### config.mk
export PLATFORM = sky130hd
export DESIGN_NAME = hpc3_mul_sched
export DESIGN_NICKNAME = d
export VERILOG_FILES = /design/src/rtl/hpc3_mul_sched.sv
export SDC_FILE = /design/constraint.sdc
export NUM_CORES = 1
export LEC_CHECK = 0
export ABC_AREA = 1
export CORE_ASPECT_RATIO = 1.4
export CORE_MARGIN = 5
export CORE_UTILIZATION = 55
export DETAILED_ROUTE_END_ITERATION = 16
export HOLD_SLACK_MARGIN = 0.03
export PLACE_DENSITY_LB_ADDON = 0.15
export RECOVER_POWER = 100
export SLEW_MARGIN = 20
export SYNTH_ARGS = -nofsm -noshare
export SYNTH_HDL_FRONTEND = slang
export SYNTH_SLANG_ARGS = --single-unit
### constraint.sdc
create_clock -name in_clock -period 3.16 [get_ports in_clock]
set_input_delay 0.948 -clock in_clock [delete_from_list [all_inputs] [get_ports in_clock]]
set_output_delay 0.948 -clock in_clock [all_outputs]
set_load 0.1 [all_outputs]
### src/rtl/hpc3_mul_sched.sv
// Issue scheduler for an external HPC3 masked multiplier: pairs each operand request with one fresh randomness word and reorders nothing.
// Latency: issue registers operands onto out_mul_* at the handshake edge; result lands in the FIFO MUL_LATENCY+1 edges later.
// Backpressure: out_req_ready needs a buffered randomness word and a free FIFO credit (inflight + stored < FIFO_DEPTH).
module hpc3_mul_sched #(
    parameter int NUM_SHARES  = 3,
    parameter int BIT_WIDTH   = 1,
    parameter int MUL_LATENCY = 1,
    parameter int FIFO_DEPTH  = 4,
    // Randomness words per multiplication: one per share pair (NUM_SHARES >= 2).
    localparam int NUM_QUAD   = NUM_SHARES * (NUM_SHARES - 1) / 2
) (
    input  logic                                  in_clock,
    input  logic                                  in_reset,
    input  logic                                  in_req_valid,
    output logic                                  out_req_ready,
    input  logic [NUM_SHARES-1:0][BIT_WIDTH-1:0]  in_req_a,
    input  logic [NUM_SHARES-1:0][BIT_WIDTH-1:0]  in_req_b,
    input  logic                                  in_rand_valid,
    output logic                                  out_rand_ready,
    input  logic [NUM_QUAD-1:0][BIT_WIDTH-1:0]    in_rand_r,
    input  logic [NUM_QUAD-1:0][BIT_WIDTH-1:0]    in_rand_p,
    output logic [NUM_SHARES-1:0][BIT_WIDTH-1:0]  out_mul_a,
    output logic [NUM_SHARES-1:0][BIT_WIDTH-1:0]  out_mul_b,
    output logic [NUM_QUAD-1:0][BIT_WIDTH-1:0]    out_mul_r,
    output logic [NUM_QUAD-1:0][BIT_WIDTH-1:0]    out_mul_p,
    input  logic [NUM_SHARES-1:0][BIT_WIDTH-1:0]  in_mul_c,
    output logic                                  out_res_valid,
    input  logic                                  in_res_ready,
    output logic [NUM_SHARES-1:0][BIT_WIDTH-1:0]  out_res_c,
    output logic                                  out_busy,
    output logic [15:0]                           out_starve_cnt
);

    localparam int AW = (FIFO_DEPTH > 1) ? $clog2(FIFO_DEPTH) : 1;
    // Wide enough to hold inflight + stored without wrapping.
    localparam int CW = $clog2(FIFO_DEPTH + MUL_LATENCY + 2) + 1;

    typedef logic [NUM_SHARES-1:0][BIT_WIDTH-1:0] share_t;
    typedef logic [NUM_QUAD-1:0][BIT_WIDTH-1:0]   quad_t;

    // Single-entry randomness buffer.
    logic                  rand_full;
    quad_t                 rand_r_q;
    quad_t                 rand_p_q;

    // Issue tracking: bit i set means an operation issued i+1 edges ago.
    logic [MUL_LATENCY:0]  vld_sr;
    logic [CW-1:0]         inflight;

    // Result FIFO.
    share_t                fifo_mem [FIFO_DEPTH];
    logic [AW-1:0]         rd_ptr;
    logic [AW-1:0]         wr_ptr;
    logic [CW-1:0]         fifo_count;
    logic                  fifo_empty;
    logic                  fifo_full;

    logic                  rand_hs;
    logic                  issue;
    logic                  push;
    logic                  pop;

    assign fifo_empty     = (fifo_count == '0);
    assign fifo_full      = (fifo_count == CW'(FIFO_DEPTH));

    assign out_rand_ready = !rand_full;
    // Credits cover results still in the multiplier as well as stored ones, so a push always finds a slot.
    assign out_req_ready  = rand_full && ((inflight + fifo_count) < CW'(FIFO_DEPTH));

    assign rand_hs        = in_rand_valid && !rand_full;
    assign issue          = in_req_valid && out_req_ready;
    assign push           = vld_sr[MUL_LATENCY];
    assign pop            = out_res_valid && in_res_ready;

    assign out_res_valid  = !fifo_empty;
    assign out_res_c      = fifo_mem[rd_ptr];
    assign out_busy       = (inflight != '0) || !fifo_empty;

    // Inflight is the population count of the issue shift register.
    always_comb begin
        inflight = '0;
        for (int i = 0; i <= MUL_LATENCY; i++) begin
            inflight = inflight + CW'(vld_sr[i]);
        end
    end

    // Randomness buffer: filled by a rand handshake, emptied by an issue (never both in one cycle).
    always_ff @(posedge in_clock or posedge in_reset) begin
        if (in_reset) begin
            rand_full <= 1'b0;
            rand_r_q  <= '0;
            rand_p_q  <= '0;
        end else if (rand_hs) begin
            rand_full <= 1'b1;
            rand_r_q  <= in_rand_r;
            rand_p_q  <= in_rand_p;
        end else if (issue) begin
            rand_full <= 1'b0;
        end
    end

    // Multiplier input registers hold the last issued operation until the next issue.
    always_ff @(posedge in_clock or posedge in_reset) begin
        if (in_reset) begin
            out_mul_a <= '0;
            out_mul_b <= '0;
            out_mul_r <= '0;
            out_mul_p <= '0;
        end else if (issue) begin
            out_mul_a <= in_req_a;
            out_mul_b <= in_req_b;
            out_mul_r <= rand_r_q;
            out_mul_p <= rand_p_q;
        end
    end

    // Valid shift register tracks each issued operation until its product is captured.
    always_ff @(posedge in_clock or posedge in_reset) begin
        if (in_reset) begin
            vld_sr <= '0;
        end else begin
            vld_sr <= (vld_sr << 1) | (MUL_LATENCY + 1)'(issue);
        end
    end

    // FIFO storage needs no reset; only pointers and count define validity.
    always_ff @(posedge in_clock) begin
        if (push) begin
            fifo_mem[wr_ptr] <= in_mul_c;
        end
    end

    // FIFO pointers and occupancy; simultaneous push and pop leaves the count unchanged.
    always_ff @(posedge in_clock or posedge in_reset) begin
        if (in_reset) begin
            rd_ptr     <= '0;
            wr_ptr     <= '0;
            fifo_count <= '0;
        end else begin
            if (push) begin
                wr_ptr <= wr_ptr + AW'(1);
            end
            if (pop) begin
                rd_ptr <= rd_ptr + AW'(1);
            end
            case ({push, pop})
                2'b10:   fifo_count <= fifo_count + CW'(1);
                2'b01:   fifo_count <= fifo_count - CW'(1);
                default: fifo_count <= fifo_count;
            endcase
        end
    end

    // Starvation counter: a request waiting on an empty randomness buffer, saturating.
    always_ff @(posedge in_clock or posedge in_reset) begin
        if (in_reset) begin
            out_starve_cnt <= '0;
        end else if (in_req_valid && !rand_full && (out_starve_cnt != 16'hFFFF)) begin
            out_starve_cnt <= out_starve_cnt + 16'd1;
        end
    end

    // The credit rule makes a push into a full FIFO unreachable.
    fifo_no_overflow: assert property (@(posedge in_clock) disable iff (in_reset) !(push && fifo_full));

endmodule

Run 1, cells by drive strength:
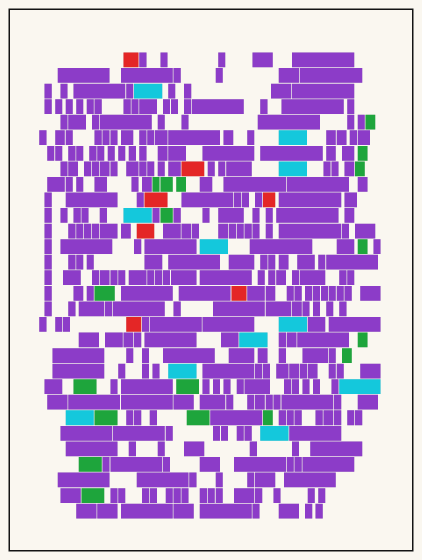
legend:
  red:
    size: x3 and x4
    cells: 7
  cyan:
    size: x6 and larger
    cells: 11
  purple:
    size: x1 and smaller
    cells: 346
  green:
    size: x2
    cells: 18

Run 1, placed cells, one colour a class:
Fill, decap, tap and diode cells in grey.
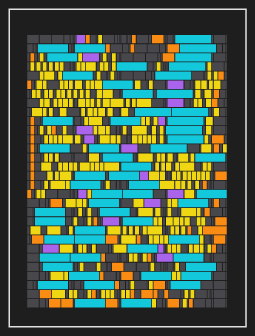
legend:
  purple:
    class: clock drivers and dummy loads
    cells: 16
  cyan:
    class: sequential cells
    cells: 57
  orange:
    class: remaining buffers and delay cells
    cells: 56
  yellow:
    class: remaining logic cells
    cells: 253
area of the core: 4880 um^2
post-layout util: 68.8%
final instance area: 3360 um^2
sequential share of cell area: 44.3%

Run 1, nets reached from selected ports:
Bar = 20 um.
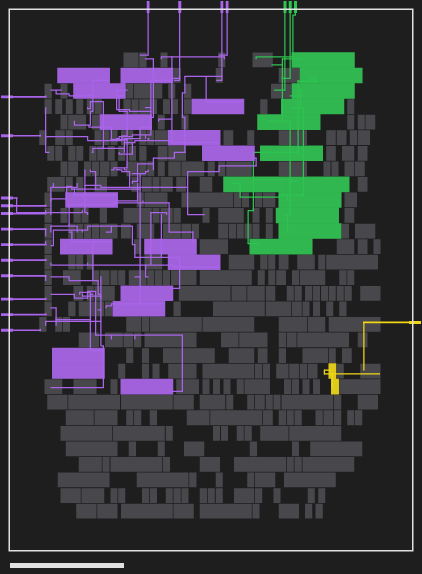
legend:
  yellow:
    port: in_req_valid
    bits: 1
    direction: input
    end_cells: 2
    buffers: 1
    wire: 30.2 um
  green:
    port: in_mul_c
    bits: 3
    direction: input
    end_cells: 12
    buffers: 3
    wire: 176 um
  purple:
    port: out_starve_cnt
    bits: 16
    direction: output
    end_cells: 16
    buffers: 16
    wire: 794 um
Port Buffers: 54
number of primary I/O pins: 55

==> run notes, run 1 <==
run results: total clock sinks=57, max incr delay on CP=0.48 ns, biggest area consumer among synthesized cells=sky130_fd_sc_hd__dfrtp_1, mean instance size in the synthesized netlist=8.89 um^2, worst path setup slack after routing=0.207 ns, area of the mapped netlist=2800 um^2, clock buffers created by TritonCTS=9, worst hold slack=0.417 ns, via count of the first global-routing pass=2210, routed wirelength normalized by instance count=12.9 um, number of antenna violations at the first check in global routing=0, top logic cell family in the synthesized netlist=simple AND/OR/NAND/NOR gates, outcome=completed, flip-flops with a built-in enable=12, leading post-synthesis cells by instance count=sky130_fd_sc_hd__nand2_1 (117), sky130_fd_sc_hd__dfrtp_1 (45), sky130_fd_sc_hd__inv_1 (28), sky130_fd_sc_hd__nor2_1 (28), sky130_fd_sc_hd__o21ai_0 (15), Synth async-reset ratio=78.9%, post-cts repair resize count=0, routing usage on met1=22.5%, top routing layer used=met4, R2R Path Start=out_starve_cnt[0], drc violations=0, critical register-to-register path endpoint=out_starve_cnt[9], met1 routed wirelength after detailed routing=2470 um, non-clock inverter count=31, met2 capacity usage during global routing=32.7%, placed instance count=430, cell total in the yosys stat output=315, most frequent cell after synthesis=sky130_fd_sc_hd__nand2_1, post-synthesis chip area from yosys=2800 um^2, total negative slack for setup checks=0 ns, Synth Seq Share=53.1%, per-cell via count in the routed design=4.96, Synth Register Bits=57, endpoint with the worst hold slack=vld_sr[1], combinational gates=222, worst setup path endpoint=out_req_ready, worst slew margin relative to its limit=19.7%, fraction of area in multi-input gates=34.0%, final cell count without fillers=446, type of the worst setup path=register to output port, drt pass-1 iters=5, ordered list of cells on the worst path=ha_1 > ha_1 > nand3_1 > nand2_1 > nand2_1 > nand2_1 > nor2_1 > buf_12, # hold bufs at CTS=0, most used routing layer in global routing=met2, overall global routing resource usage=19.2%, Critical Path Slowest Stage Cell=sky130_fd_sc_hd__dfrtp_1, setup skew after layout=0.00458 ns, maximum frequency from static timing analysis=339 MHz, critical hold path startpoint=vld_sr[0], Top area cell types=sky130_fd_sc_hd__dfrtp_1 (40%), sky130_fd_sc_hd__nand2_1 (16%), sky130_fd_sc_hd__edfxtp_1 (13%), sky130_fd_sc_hd__ha_1 (4.9%), sky130_fd_sc_hd__inv_1 (3.8%), maximum number of pins on one net before global-route repair=46, transition at the pin with the smallest max-transition slack=1.21 ns, cell row count=30, nets=408, total length of routed met2 wires=2920 um, required time worst endpoint=2.21 ns, mux contribution to synthesized area=2.41%, area share of fa/ha/maj cells after synthesis=4.92%, Mapped Nets=346, worst slack after detailed placement=0.476 ns, number of standard cells after synthesis=315, max-slew violation count=0, Simple-Gate Area Share=25.3%, number of signal-net buffers in the layout=56, CP dominant cell by count=sky130_fd_sc_hd__nand2_1, Synthesis Warnings=0, Vias=2210, detailed-route wire length=5750 um, number of levels in the clock H-tree=3, global-route wire length before repair=9960 um, antenna viol nets, final=0, total die size=6640 um^2, fraction of layout cells with a size suffix above 1=9.42%, layout filler cell count=423, top cell category=flip-flops and latches, type of destination of the critical path=output port, number of maximum-capacitance violations=0, metal3 WL=273 um, number of clock-tree buffers in the layout=10, placed wire-length estimate after detailed placement=4180 um, Clock Pin Slew Worst Setup and Hold Paths=0.07 ns, maximum fanout encountered on the critical timing path=9, total gr overflow=0, flip-flop and latch area=1490 um^2, Die Width=70.3 um, post-place instance area=3320 um^2, xor and xnor area share after synthesis=5.01%, number of library cell types mapped by synthesis=25, count of buffers added by post-CTS timing repair for setup=0, cell at the root of the clock tree=sky130_fd_sc_hd__clkbuf_8, Dominant cell area share=40.2%, Critical Path Start=vld_sr[1]
-- run 1: cells by family after synthesis --
group / count (synthesis)
adder cells (fa/ha/maj): 11
AND-OR/OR-AND: 19
buffers and inverters: 36
XOR/XNOR: 16
AND/OR/NAND/NOR: 170
multiplexers: 6
flip-flops: 57
-- run 1: worst max-delay path: cells and delay by family (launching register included) --
family        cells  cell delay [ns]
fa+ha+maj         2             0.50
simple gates      5             0.48
flops             1             0.48
buf+inv           1             0.21
-- run 1: flip-flops by register name (all words and copies together) (netlist names) --
name,flops
out_mul_r,3
rand_full,1
out_mul_p,3
rd_ptr,2
vld_sr,2
rand_p_q,3
wr_ptr,2
out_mul_a,3
fifo_count,4
out_starve_cnt,16
fifo_mem,12
rand_r_q,3
out_mul_b,3
--- run 2 (diff from run 1) ---
--- a/config.mk
+++ b/config.mk
@@ -9,8 +9,8 @@
 export CORE_ASPECT_RATIO = 1.4
 export CORE_MARGIN = 5
 export CORE_UTILIZATION = 55
+export CTS_CLUSTER_SIZE = 24
 export DETAILED_ROUTE_END_ITERATION = 16
-export HOLD_SLACK_MARGIN = 0.03
 export PLACE_DENSITY_LB_ADDON = 0.15
 export RECOVER_POWER = 100
 export SLEW_MARGIN = 20
Run 2, wiring by layer:
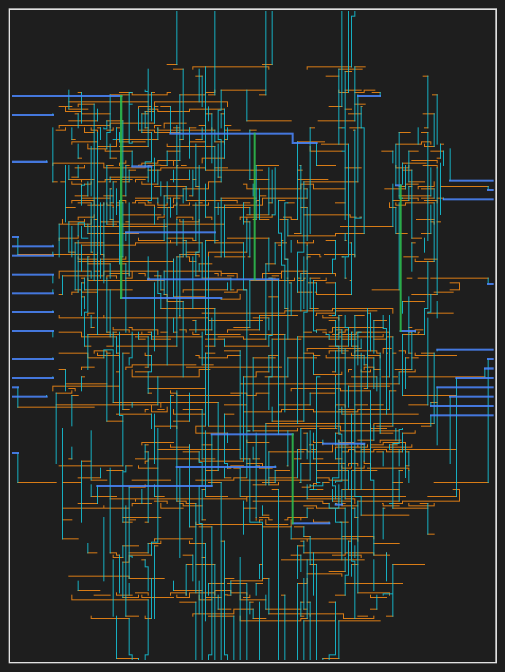
legend:
  blue:
    layer: M3
    wire_length: 273 um
  cyan:
    layer: M2
    wire_length: 2920 um
  orange:
    layer: M1
    wire_length: 2470 um
  green:
    layer: M4
    wire_length: 84.3 um

Run 2, placed standard cells:
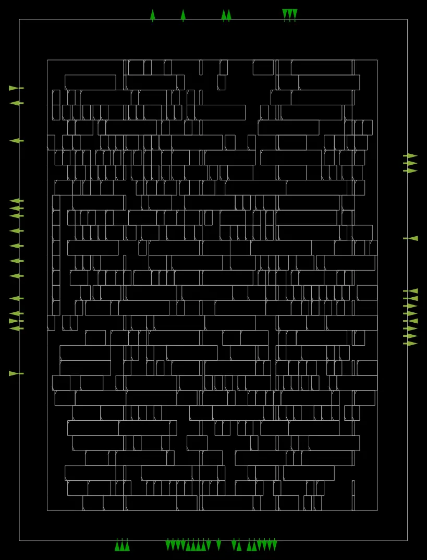
number of flip-flops and latches: 57
layout filler cell count: 423
final cell count without fillers: 446
cell row count: 30

Run 2, cells by drive strength:
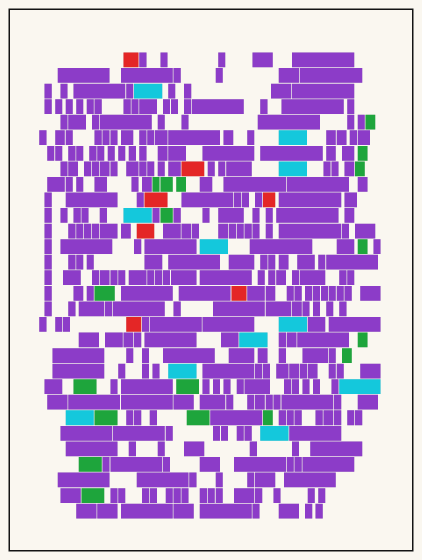
legend:
  cyan:
    size: x6 and larger
    cells: 11
  purple:
    size: x1 and smaller
    cells: 346
  red:
    size: x3 and x4
    cells: 7
  green:
    size: x2
    cells: 18
number of signal-net buffers in the layout: 56
synth-to-layout area growth: 20.0%

==> run 2 against run 1 <==
Effect of this change: via count unchanged; critical endpoint unchanged; sequential cell count unchanged; highest routed layer unchanged.
==> run notes, run 2 <==
run results: mean instance size in the synthesized netlist=8.89 um^2 (unchanged), outcome=completed (unchanged), clock buffers created by TritonCTS=9 (unchanged), kind of cell adding the most delay to the critical path=adder cells (unchanged), maximum frequency from static timing analysis=339 MHz (unchanged), Final Hold Fails=0 (unchanged), via count of the first global-routing pass=2210 (unchanged), Synth async-reset ratio=78.9% (unchanged), antenna viol nets, final=0 (unchanged), flip-flop and latch area=1490 um^2 (unchanged), final instance area=3360 um^2 (unchanged), cell total in the yosys stat output=315 (unchanged), Top area cell types=sky130_fd_sc_hd__dfrtp_1 (40%), sky130_fd_sc_hd__nand2_1 (16%), sky130_fd_sc_hd__edfxtp_1 (13%), sky130_fd_sc_hd__ha_1 (4.9%), sky130_fd_sc_hd__inv_1 (3.8%) (unchanged), area of the mapped netlist=2800 um^2 (unchanged), xor and xnor area share after synthesis=5.01% (unchanged), number of antenna violations at the first check in global routing=0 (unchanged), Synth Register Bits=57 (unchanged), setup skew after layout=0.00458 ns (unchanged), number of standard cells after synthesis=315 (unchanged), drc violations=0 (unchanged), number of clock-tree buffers in the layout=10 (unchanged), number of library cell types mapped by synthesis=25 (unchanged), fraction of area in multi-input gates=34.0% (unchanged), type of destination of the critical path=output port (unchanged), Regs by FF count=out_starve_cnt: 16 flops, fifo_mem: 12 flops, fifo_count: 4 flops (unchanged), Dominant cell area share=40.2% (unchanged), nets=408 (unchanged), total clock sinks=57 (unchanged), Clock Pin Slew Worst Setup and Hold Paths=0.07 ns (about the same), Simple-Gate Area Share=25.3% (unchanged), Mapped Nets=346 (unchanged), post-layout util=68.8% (unchanged), most frequent cell after synthesis=sky130_fd_sc_hd__nand2_1 (unchanged), sequential share of cell area=44.3% (unchanged), overall global routing resource usage=19.2% (unchanged), total gr overflow=0 (unchanged), combinational gate area=1140 um^2 (unchanged), global-route wire length before repair=9960 um (unchanged), Synthesis Warnings=0 (unchanged), max reg flops=16 (unchanged), non-clock inverter count=31 (unchanged), CP dominant cell by count=sky130_fd_sc_hd__nand2_1 (unchanged), top logic cell family in the synthesized netlist=simple AND/OR/NAND/NOR gates (unchanged), post-place instance area=3320 um^2 (unchanged), post-synthesis chip area from yosys=2800 um^2 (unchanged), total die size=6640 um^2 (unchanged), count of buffers added by post-CTS timing repair for setup=0 (unchanged), worst hold slack=0.417 ns (unchanged), mux contribution to synthesized area=2.41% (unchanged), fraction of layout cells with a size suffix above 1=9.42% (unchanged), maximum number of pins on one net before global-route repair=46 (unchanged), max-slew violation count=0 (unchanged), total negative slack for setup checks=0 ns (unchanged), routed wirelength normalized by instance count=12.9 um (unchanged), Critical Path Slowest Stage Cell=sky130_fd_sc_hd__dfrtp_1 (unchanged), leading post-synthesis cells by instance count=sky130_fd_sc_hd__nand2_1 (117), sky130_fd_sc_hd__dfrtp_1 (45), sky130_fd_sc_hd__inv_1 (28), sky130_fd_sc_hd__nor2_1 (28), sky130_fd_sc_hd__o21ai_0 (15) (unchanged), transition at the pin with the smallest max-transition slack=1.21 ns (unchanged), per-cell via count in the routed design=4.96 (unchanged), number of maximum-capacitance violations=0 (unchanged), combinational gates=222 (unchanged), cell at the root of the clock tree=sky130_fd_sc_hd__clkbuf_8 (unchanged), biggest area consumer among synthesized cells=sky130_fd_sc_hd__dfrtp_1 (unchanged), Vias=2210 (unchanged), drt pass-1 iters=5 (unchanged), Port Buffers=54 (unchanged), post-cts repair resize count=0 (unchanged), type of the worst setup path=register to output port (unchanged), placed wire-length estimate after detailed placement=4180 um (unchanged), ordered list of cells on the worst path=ha_1 > ha_1 > nand3_1 > nand2_1 > nand2_1 > nand2_1 > nor2_1 > buf_12 (unchanged), area of the core=4880 um^2 (unchanged), placed instance count=430 (unchanged), number of levels in the clock H-tree=3 (unchanged), worst path setup slack after routing=0.207 ns (unchanged), Die Width=70.3 um (unchanged), max incr delay on CP=0.48 ns (about the same), area share of fa/ha/maj cells after synthesis=4.92% (unchanged), required time worst endpoint=2.21 ns (about the same), Most flops, register=out_starve_cnt (unchanged), number of buffers and inverters on the critical path=1 (unchanged), worst slew margin relative to its limit=19.7% (unchanged), detailed-route wire length=5750 um (unchanged), number of primary I/O pins=55 (unchanged), # hold bufs at CTS=0 (unchanged), Synth Seq Share=53.1% (unchanged), top cell category=flip-flops and latches (unchanged)
run 2: metal layers:
| layer | wire length, um | share of wire, % | global-route usage, % | vias up |
|---|---|---|---|---|
| li1 | - | - | - | 1113 |
| met1 | 2470 | 43 | 22.5 | 1039 |
| met2 | 2920 | 51 | 32.7 | 50 |
| met3 | 273 | 4.7 | 6.18 | 8 |
| met4 | 84 | 1.5 | 7.35 | 0 |
| met5 | 0 | 0 | 0 | - |
run 2: final timing paths:
path | depth (start not counted) | start | to
max in group asynchronous | 3 | in_reset | rand_r_q[0]
min | 0 | vld_sr[0] | vld_sr[1]
max reg2reg | 10 | out_starve_cnt[0] | out_starve_cnt[9]
max | 8 | vld_sr[1] | out_req_ready
min reg2reg | 0 | vld_sr[0] | vld_sr[1]
min in group asynchronous | 3 | in_reset | rd_ptr[1]
Run 2, placed cells, one colour a class:
Fill, decap, tap and diode cells in grey.
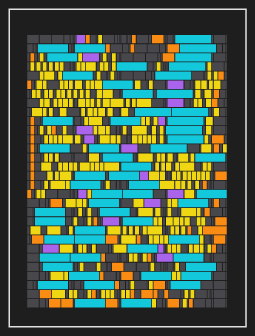

--- run 3 (diff from run 2) ---
--- a/config.mk
+++ b/config.mk
@@ -12,7 +12,7 @@
 export CTS_CLUSTER_SIZE = 24
 export DETAILED_ROUTE_END_ITERATION = 16
 export PLACE_DENSITY_LB_ADDON = 0.15
-export RECOVER_POWER = 100
+export RECOVER_POWER = 25
 export SLEW_MARGIN = 20
 export SYNTH_ARGS = -nofsm -noshare
 export SYNTH_HDL_FRONTEND = slang
Run 3, placed cells, one colour a class:
Fill, decap, tap and diode cells in grey.
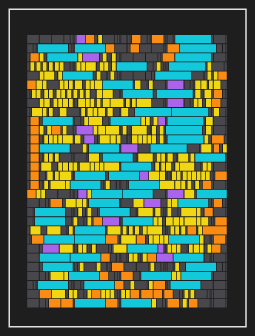
legend:
  purple:
    class: clock drivers and dummy loads
    cells: 16
  yellow:
    class: remaining logic cells
    cells: 253
  cyan:
    class: sequential cells
    cells: 57
  orange:
    class: remaining buffers and delay cells
    cells: 56
final instance area: 3500 um^2
sequential share of cell area: 42.5%
post-layout util: 71.7%

Run 3, placed standard cells:
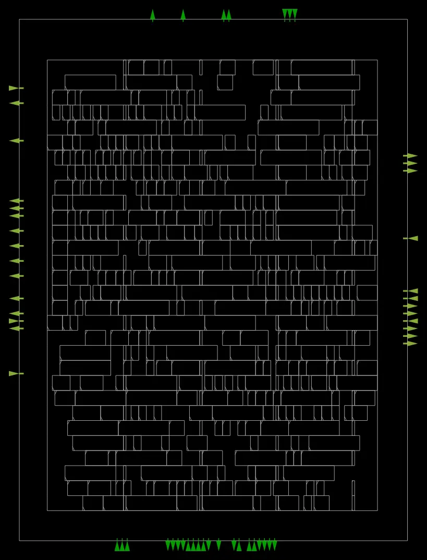
layout filler cell count: 395
TAP cells: 64

==> run 3 against run 2 <==
Effect of this change: worst hold slack improved by 0.0062 ns; clock skew increased by 0.0013 ns.
==> run notes, run 3 <==
run results: outcome=completed (unchanged), Hold Crit Depth=0 (unchanged), post-place instance area=3320 um^2 (unchanged), number of clock-tree buffers in the layout=10 (unchanged), endpoint with the worst hold slack=vld_sr[1] (unchanged), fraction of layout cells with a size suffix above 1=18.3% (was 9.42%), setup skew after layout=0.00587 ns (was 0.00458 ns), number of signal-net buffers in the layout=56 (unchanged), Synth Seq Share=53.1% (unchanged), post-cts repair resize count=0 (unchanged), flip-flops with a built-in enable=12 (unchanged), Synth Register Bits=57 (unchanged), Simple-Gate Area Share=25.3% (unchanged), detailed-route wire length=5750 um (about the same), Die Width=70.3 um (unchanged), most frequent cell after synthesis=sky130_fd_sc_hd__nand2_1 (unchanged), transition at the pin with the smallest max-transition slack=1.10 ns (was 1.21 ns), combinational gate area=1160 um^2 (was 1140 um^2), cell at the root of the clock tree=sky130_fd_sc_hd__clkbuf_8 (unchanged), area of the mapped netlist=2800 um^2 (unchanged), final cell count without fillers=446 (unchanged), nets=408 (unchanged), worst path setup slack after routing=0.253 ns (was 0.207 ns), number of cells on the worst reg-to-reg path=10 (unchanged), worst slew margin relative to its limit=26.8% (was 19.7%), Final Hold Fails=0 (unchanged), type of destination of the critical path=output port (unchanged), worst hold slack=0.423 ns (was 0.417 ns), Critical Path Slowest Stage Cell=sky130_fd_sc_hd__dfrtp_1 (unchanged), Vias=2205 (was 2210), leading post-synthesis cells by instance count=sky130_fd_sc_hd__nand2_1 (117), sky130_fd_sc_hd__dfrtp_1 (45), sky130_fd_sc_hd__inv_1 (28), sky130_fd_sc_hd__nor2_1 (28), sky130_fd_sc_hd__o21ai_0 (15) (unchanged), count of buffers added by post-CTS timing repair for setup=0 (unchanged), Clock Pin Slew Worst Setup and Hold Paths=0.07 ns (about the same), routed wirelength normalized by instance count=12.9 um (about the same), number of antenna violations at the first check in global routing=0 (unchanged), fraction of area in multi-input gates=33.0% (was 34.0%), max incr delay on CP=0.48 ns (about the same), placed wire-length estimate after detailed placement=4180 um (unchanged), top logic cell family in the synthesized netlist=simple AND/OR/NAND/NOR gates (unchanged), kind of cell adding the most delay to the critical path=adder cells (unchanged), per-cell via count in the routed design=4.94 (was 4.96), total clock sinks=57 (unchanged), R2R Path Start=vld_sr[1] (was out_starve_cnt[0]), number of maximum-capacitance violations=0 (unchanged), overall global routing resource usage=19.2% (unchanged), type of the worst setup path=register to output port (unchanged), max-slew violation count=0 (unchanged), Port Buffers=54 (unchanged), cell total in the yosys stat output=315 (unchanged), number of flip-flops and latches=57 (unchanged), non-clock inverter count=31 (unchanged), area of the core=4880 um^2 (unchanged), antenna viol nets, final=0 (unchanged), flip-flop and latch area=1490 um^2 (unchanged), combinational gates=222 (unchanged), area share of fa/ha/maj cells after synthesis=4.92% (unchanged), post-synthesis chip area from yosys=2800 um^2 (unchanged), CP dominant cell by count=sky130_fd_sc_hd__nand2_1 (unchanged), Synthesis Warnings=0 (unchanged), clock buffers created by TritonCTS=9 (unchanged), mux contribution to synthesized area=2.41% (unchanged), number of standard cells after synthesis=315 (unchanged), placer's final routability congestion estimate=0.821 (unchanged), Synth async-reset ratio=78.9% (unchanged), global-route wire length before repair=9960 um (unchanged), worst slack after detailed placement=0.476 ns (unchanged), total negative slack for setup checks=0 ns (unchanged), Dominant cell area share=40.2% (unchanged), cell row count=30 (unchanged), number of library cell types mapped by synthesis=25 (unchanged), synth-to-layout area growth=25.0% (was 20.0%), max reg flops=16 (unchanged), Critical Path Start=vld_sr[1] (unchanged), Most flops, register=out_starve_cnt (unchanged), maximum frequency from static timing analysis=344 MHz (was 339 MHz), number of levels in the clock H-tree=3 (unchanged), Mapped Nets=346 (unchanged), critical register-to-register path endpoint=rand_full (was out_starve_cnt[9]), required time worst endpoint=2.21 ns (about the same), total gr overflow=0 (unchanged), Top area cell types=sky130_fd_sc_hd__dfrtp_1 (40%), sky130_fd_sc_hd__nand2_1 (16%), sky130_fd_sc_hd__edfxtp_1 (13%), sky130_fd_sc_hd__ha_1 (4.9%), sky130_fd_sc_hd__inv_1 (3.8%) (unchanged), placed instance count=430 (unchanged), mean instance size in the synthesized netlist=8.89 um^2 (unchanged), xor and xnor area share after synthesis=5.01% (unchanged), Regs by FF count=out_starve_cnt: 16 flops, fifo_mem: 12 flops, fifo_count: 4 flops (unchanged), number of buffers and inverters on the critical path=1 (unchanged), number of stages on the worst setup path=8 (unchanged), # hold bufs at CTS=0 (unchanged), maximum fanout encountered on the critical timing path=9 (unchanged), number of primary I/O pins=55 (unchanged), drc violations=0 (unchanged)
Run 3, wiring by layer:
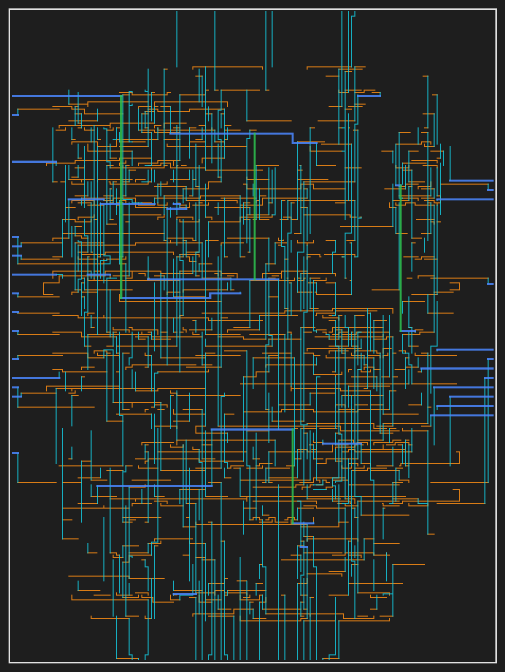
legend:
  orange:
    layer: M1
    wire_length: 2480 um
  cyan:
    layer: M2
    wire_length: 2950 um
  blue:
    layer: M3
    wire_length: 237 um
  green:
    layer: M4
    wire_length: 85.0 um

run 3: cell count changes in the layout (fill, tap and decap cells not counted), moves of 2 or more:
cell / before / now
sky130_fd_sc_hd__buf_4: 0 / 35
sky130_fd_sc_hd__clkbuf_1: 30 / 0
sky130_fd_sc_hd__clkbuf_2: 6 / 1
sky130_fd_sc_hd__clkdlybuf4s50_1: 12 / 14
sky130_fd_sc_hd__dlygate4sd3_1: 7 / 5
run 3: metal layers:
| metal | GRT usage (%) | wire [um] | vias to the layer above |
|---|---|---|---|
| li1 | - | - | 1118 |
| met1 | 22.5 | 2480 | 1023 |
| met2 | 32.7 | 2950 | 56 |
| met3 | 6.18 | 236 | 8 |
| met4 | 7.35 | 85 | 0 |
| met5 | 0 | 0 | - |
